**config.mk**
```make
export PLATFORM = sky130hd
export DESIGN_NAME = press_classifier_flat
export DESIGN_NICKNAME = d
export VERILOG_FILES = /design/src/rtl/button_pkg.sv /design/src/rtl/press_classifier_if.sv /design/src/rtl/edge_detect.sv /design/src/rtl/press_classifier.sv /design/src/flat_wrapper.sv
export SDC_FILE = /design/constraint.sdc
export NUM_CORES = 1
export LEC_CHECK = 0
export ABC_AREA = 1
export ABC_CLOCK_PERIOD_IN_PS = 3300
export CORE_MARGIN = 2
export CORE_UTILIZATION = 46
export DETAILED_ROUTE_END_ITERATION = 6
export GPL_ROUTABILITY_DRIVEN = 0
export PLACE_DENSITY = 0.65
export SYNTH_ARGS = -nofsm -noshare
export SYNTH_HDL_FRONTEND = slang
export SYNTH_HIERARCHICAL = 1
export SYNTH_SLANG_ARGS = --single-unit
```
**constraint.sdc**
```tcl
create_clock -name clk -period 3.3 [get_ports clk]
set_clock_uncertainty 0.15 [all_clocks]
set_input_delay 0.33 -clock clk [delete_from_list [all_inputs] [get_ports clk]]
set_output_delay 0.33 -clock clk [all_outputs]
set_load 0.02 [all_outputs]
```
**src/rtl/button_pkg.sv**
```systemverilog
// Shared types and default timing constants for the button event path.
package button_pkg;

  typedef enum logic [2:0] {
    ST_IDLE      = 3'd0,
    ST_PRESSED   = 3'd1,
    ST_LONG_HELD = 3'd2,
    ST_GAP       = 3'd3,
    ST_PRESSED2  = 3'd4
  } state_t;

  localparam int LONG_TICKS_DEF   = 100;
  localparam int DCLICK_TICKS_DEF = 30;
  localparam int CNT_W_DEF        = 8;

endpackage

```
**src/rtl/press_classifier_if.sv**
```systemverilog
// Button level/tick in, classified one-cycle event pulses out.
interface press_classifier_if;
  logic db;
  logic tick;
  logic press;
  logic short_press;
  logic long_press;
  logic double_click;
  logic busy;

  modport master (
    output db, tick,
    input  press, short_press, long_press, double_click, busy
  );

  modport slave (
    input  db, tick,
    output press, short_press, long_press, double_click, busy
  );
endinterface

```
**src/rtl/edge_detect.sv**
```systemverilog
// Rise/fall detector for a level already synchronous to clk.
module edge_detect (
  input  logic clk,
  input  logic reset_n,
  input  logic d,
  output logic rise,
  output logic fall
);

  logic r_d_q;

  always_ff @(posedge clk or negedge reset_n) begin
    if (!reset_n) r_d_q <= 1'b0;
    else          r_d_q <= d;
  end

  assign rise = d & ~r_d_q;
  assign fall = ~d & r_d_q;

endmodule

```
**src/rtl/press_classifier.sv**
```systemverilog
// Turns a debounced button level into press / short / long / double-click pulses.
//
// state        | meaning
// ST_IDLE      | button released, nothing pending
// ST_PRESSED   | first press held, timing towards long
// ST_LONG_HELD | long already reported, waiting for release
// ST_GAP       | short release, waiting for a second press
// ST_PRESSED2  | second press held, double click on release
module press_classifier
  import button_pkg::*;
#(
  parameter int LONG_TICKS   = LONG_TICKS_DEF,
  parameter int DCLICK_TICKS = DCLICK_TICKS_DEF,
  parameter int CNT_W        = CNT_W_DEF
) (
  input  logic               clk,
  input  logic               reset_n,
  press_classifier_if.slave  bus
);

  localparam logic [CNT_W-1:0] LONG_LAST   = CNT_W'(LONG_TICKS - 1);
  localparam logic [CNT_W-1:0] DCLICK_LAST = CNT_W'(DCLICK_TICKS - 1);
  localparam logic [CNT_W-1:0] CNT_MAX     = {CNT_W{1'b1}};

  logic w_rise;
  logic w_fall;

  state_t           r_state;
  logic [CNT_W-1:0] r_cnt;
  logic             r_press;
  logic             r_short;
  logic             r_long;
  logic             r_dbl;
  logic             r_busy;

  edge_detect u_edge (
    .clk     (clk),
    .reset_n (reset_n),
    .d       (bus.db),
    .rise    (w_rise),
    .fall    (w_fall)
  );

  // Transitions later in the block override the default count step,
  // so cnt restarts from zero on every state change.
  always_ff @(posedge clk or negedge reset_n) begin
    if (!reset_n) begin
      r_state <= ST_IDLE;
      r_cnt   <= '0;
      r_press <= 1'b0;
      r_short <= 1'b0;
      r_long  <= 1'b0;
      r_dbl   <= 1'b0;
      r_busy  <= 1'b0;
    end else begin
      r_press <= 1'b0;
      r_short <= 1'b0;
      r_long  <= 1'b0;
      r_dbl   <= 1'b0;
      if (bus.tick && r_cnt != CNT_MAX) r_cnt <= r_cnt + 1'b1;

      case (r_state)
        ST_IDLE: begin
          if (w_rise) begin
            r_state <= ST_PRESSED;
            r_cnt   <= '0;
            r_press <= 1'b1;
            r_busy  <= 1'b1;
          end
        end
        ST_PRESSED: begin
          if (w_fall) begin
            r_state <= ST_GAP;
            r_cnt   <= '0;
          end else if (bus.tick && r_cnt == LONG_LAST) begin
            r_state <= ST_LONG_HELD;
            r_cnt   <= '0;
            r_long  <= 1'b1;
          end
        end
        ST_LONG_HELD: begin
          if (w_fall) begin
            r_state <= ST_IDLE;
            r_cnt   <= '0;
            r_busy  <= 1'b0;
          end
        end
        ST_GAP: begin
          if (w_rise) begin
            r_state <= ST_PRESSED2;
            r_cnt   <= '0;
            r_press <= 1'b1;
          end else if (bus.tick && r_cnt == DCLICK_LAST) begin
            r_state <= ST_IDLE;
            r_cnt   <= '0;
            r_short <= 1'b1;
            r_busy  <= 1'b0;
          end
        end
        ST_PRESSED2: begin
          // A second hold that goes long discards the whole pair.
          if (w_fall) begin
            r_state <= ST_IDLE;
            r_cnt   <= '0;
            r_dbl   <= 1'b1;
            r_busy  <= 1'b0;
          end else if (bus.tick && r_cnt == LONG_LAST) begin
            r_state <= ST_LONG_HELD;
            r_cnt   <= '0;
            r_long  <= 1'b1;
          end
        end
        default: begin
          r_state <= ST_IDLE;
          r_cnt   <= '0;
          r_busy  <= 1'b0;
        end
      endcase
    end
  end

  assign bus.press        = r_press;
  assign bus.short_press  = r_short;
  assign bus.long_press   = r_long;
  assign bus.double_click = r_dbl;
  assign bus.busy         = r_busy;

endmodule
```
**src/flat_wrapper.sv**
```systemverilog
// flat-port wrapper written by rule: the top's interface ports become plain ports
module press_classifier_flat import button_pkg::*;
#(
  parameter int LONG_TICKS   = LONG_TICKS_DEF,
  parameter int DCLICK_TICKS = DCLICK_TICKS_DEF,
  parameter int CNT_W        = CNT_W_DEF
)
  (clk, reset_n, bus_db, bus_tick, bus_press, bus_short_press, bus_long_press, bus_double_click, bus_busy);
  press_classifier_if bus_i ();
  input  logic clk;
  input  logic reset_n;
  input wire logic [$bits(bus_i.db)-1:0] bus_db;
  input wire logic [$bits(bus_i.tick)-1:0] bus_tick;
  output wire logic [$bits(bus_i.press)-1:0] bus_press;
  output wire logic [$bits(bus_i.short_press)-1:0] bus_short_press;
  output wire logic [$bits(bus_i.long_press)-1:0] bus_long_press;
  output wire logic [$bits(bus_i.double_click)-1:0] bus_double_click;
  output wire logic [$bits(bus_i.busy)-1:0] bus_busy;
  assign bus_i.db = bus_db;
  assign bus_i.tick = bus_tick;
  assign bus_press = bus_i.press;
  assign bus_short_press = bus_i.short_press;
  assign bus_long_press = bus_i.long_press;
  assign bus_double_click = bus_i.double_click;
  assign bus_busy = bus_i.busy;
  press_classifier #(.LONG_TICKS(LONG_TICKS), .DCLICK_TICKS(DCLICK_TICKS), .CNT_W(CNT_W)) u_core (.clk(clk), .reset_n(reset_n), .bus(bus_i));
endmodule
```
==> metrics.yaml <==
status: "finished, final reports clean"
final_nets: 170
sw_frac_of_total_pct: 44.33
clock_area_share_pct: 2.165
synth-async-reset-ratio_pct: 100.0
seq_area_frac_synth_pct: 39.40
yosysWarnings: 6
top_logic_kind: "simple AND/OR/NAND/NOR gates"
layout_min_cycle_time_ns: 1.933
diodes: 0
wl_met2_um: 1125
firstDrtPassIters: 4
crit_path_frequent_cell: "nand2_1"
critPathCapture: "u_core/r_state[2]"
top_regs: "u_core/r_cnt: 8 flops, u_core/r_state: 3 flops"
fp-row-count: 17
grt_usage_pct: 19.17
num-multi-input-gates: 111
core_um2: 2212
max-cap-violations: 0
place_ws_ns: 1.082
ff2ff_setup_slack_ns: 1.56
grt-busiest-layer: "met2"
overflow: 0
die_h_um: 52.45
warning_count: 27
synthAoiAreaFrac_pct: 6.605
xor_share_pct: 2.433
comb-cell-share_pct: 46.19
layout-drive-gt1-share_pct: 10.43
route.met3.wl_um: 57
total_power_w: 0.0008001
antenna_found_initial: 0
cts.repair.resized: 0
drc: 0
pwr-share-comb_pct: 46.7
final_cells: 191
Figure 1. Placed standard cells.
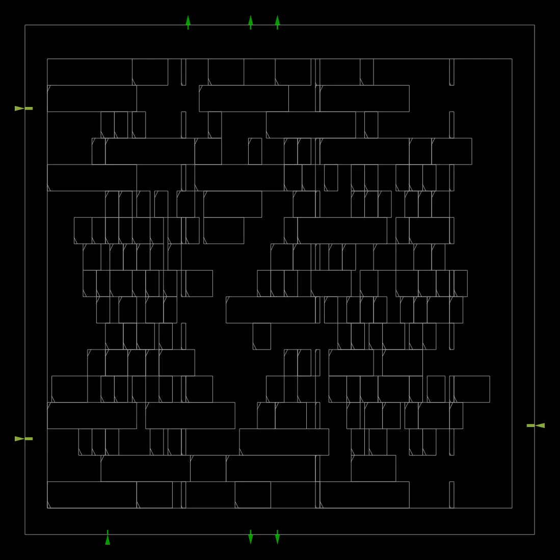
n_taps: 28
Core Util, Final: 54.86%
FILL cells: 231

Figure 2. Sizing map.
Drawn at 10 px/um.
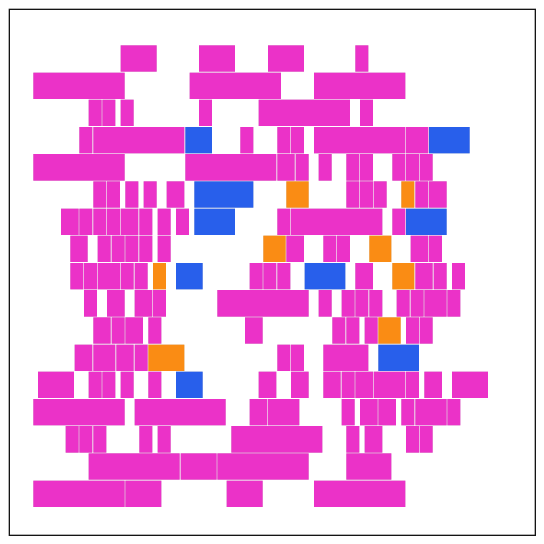
orange -> x2  # cells 8, share 4.9%, most used nand2_2
blue -> x3 and x4  # cells 9, share 5.5%
magenta -> x1 and smaller  # cells 146, share 90%, most used nand2_1
P&R area growth vs syn: 12.40%
smallest setup slack after layout: 1.367 ns
Signal buffers: 8
post-route cell area: 1214 um^2

Figure 3. Register map, names as in the netlist.
Drawn at 6 px/um.
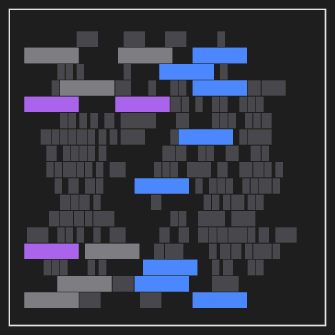
blue -> `u_core/r_cnt`  # placed flops 8
purple -> `u_core/r_state`  # placed flops 3
sequential portion of the cell area: 35.05%
Flop area: 425.4 um^2
seq pwr: 0.000322 W

Power and IR drop assume default switching activity.
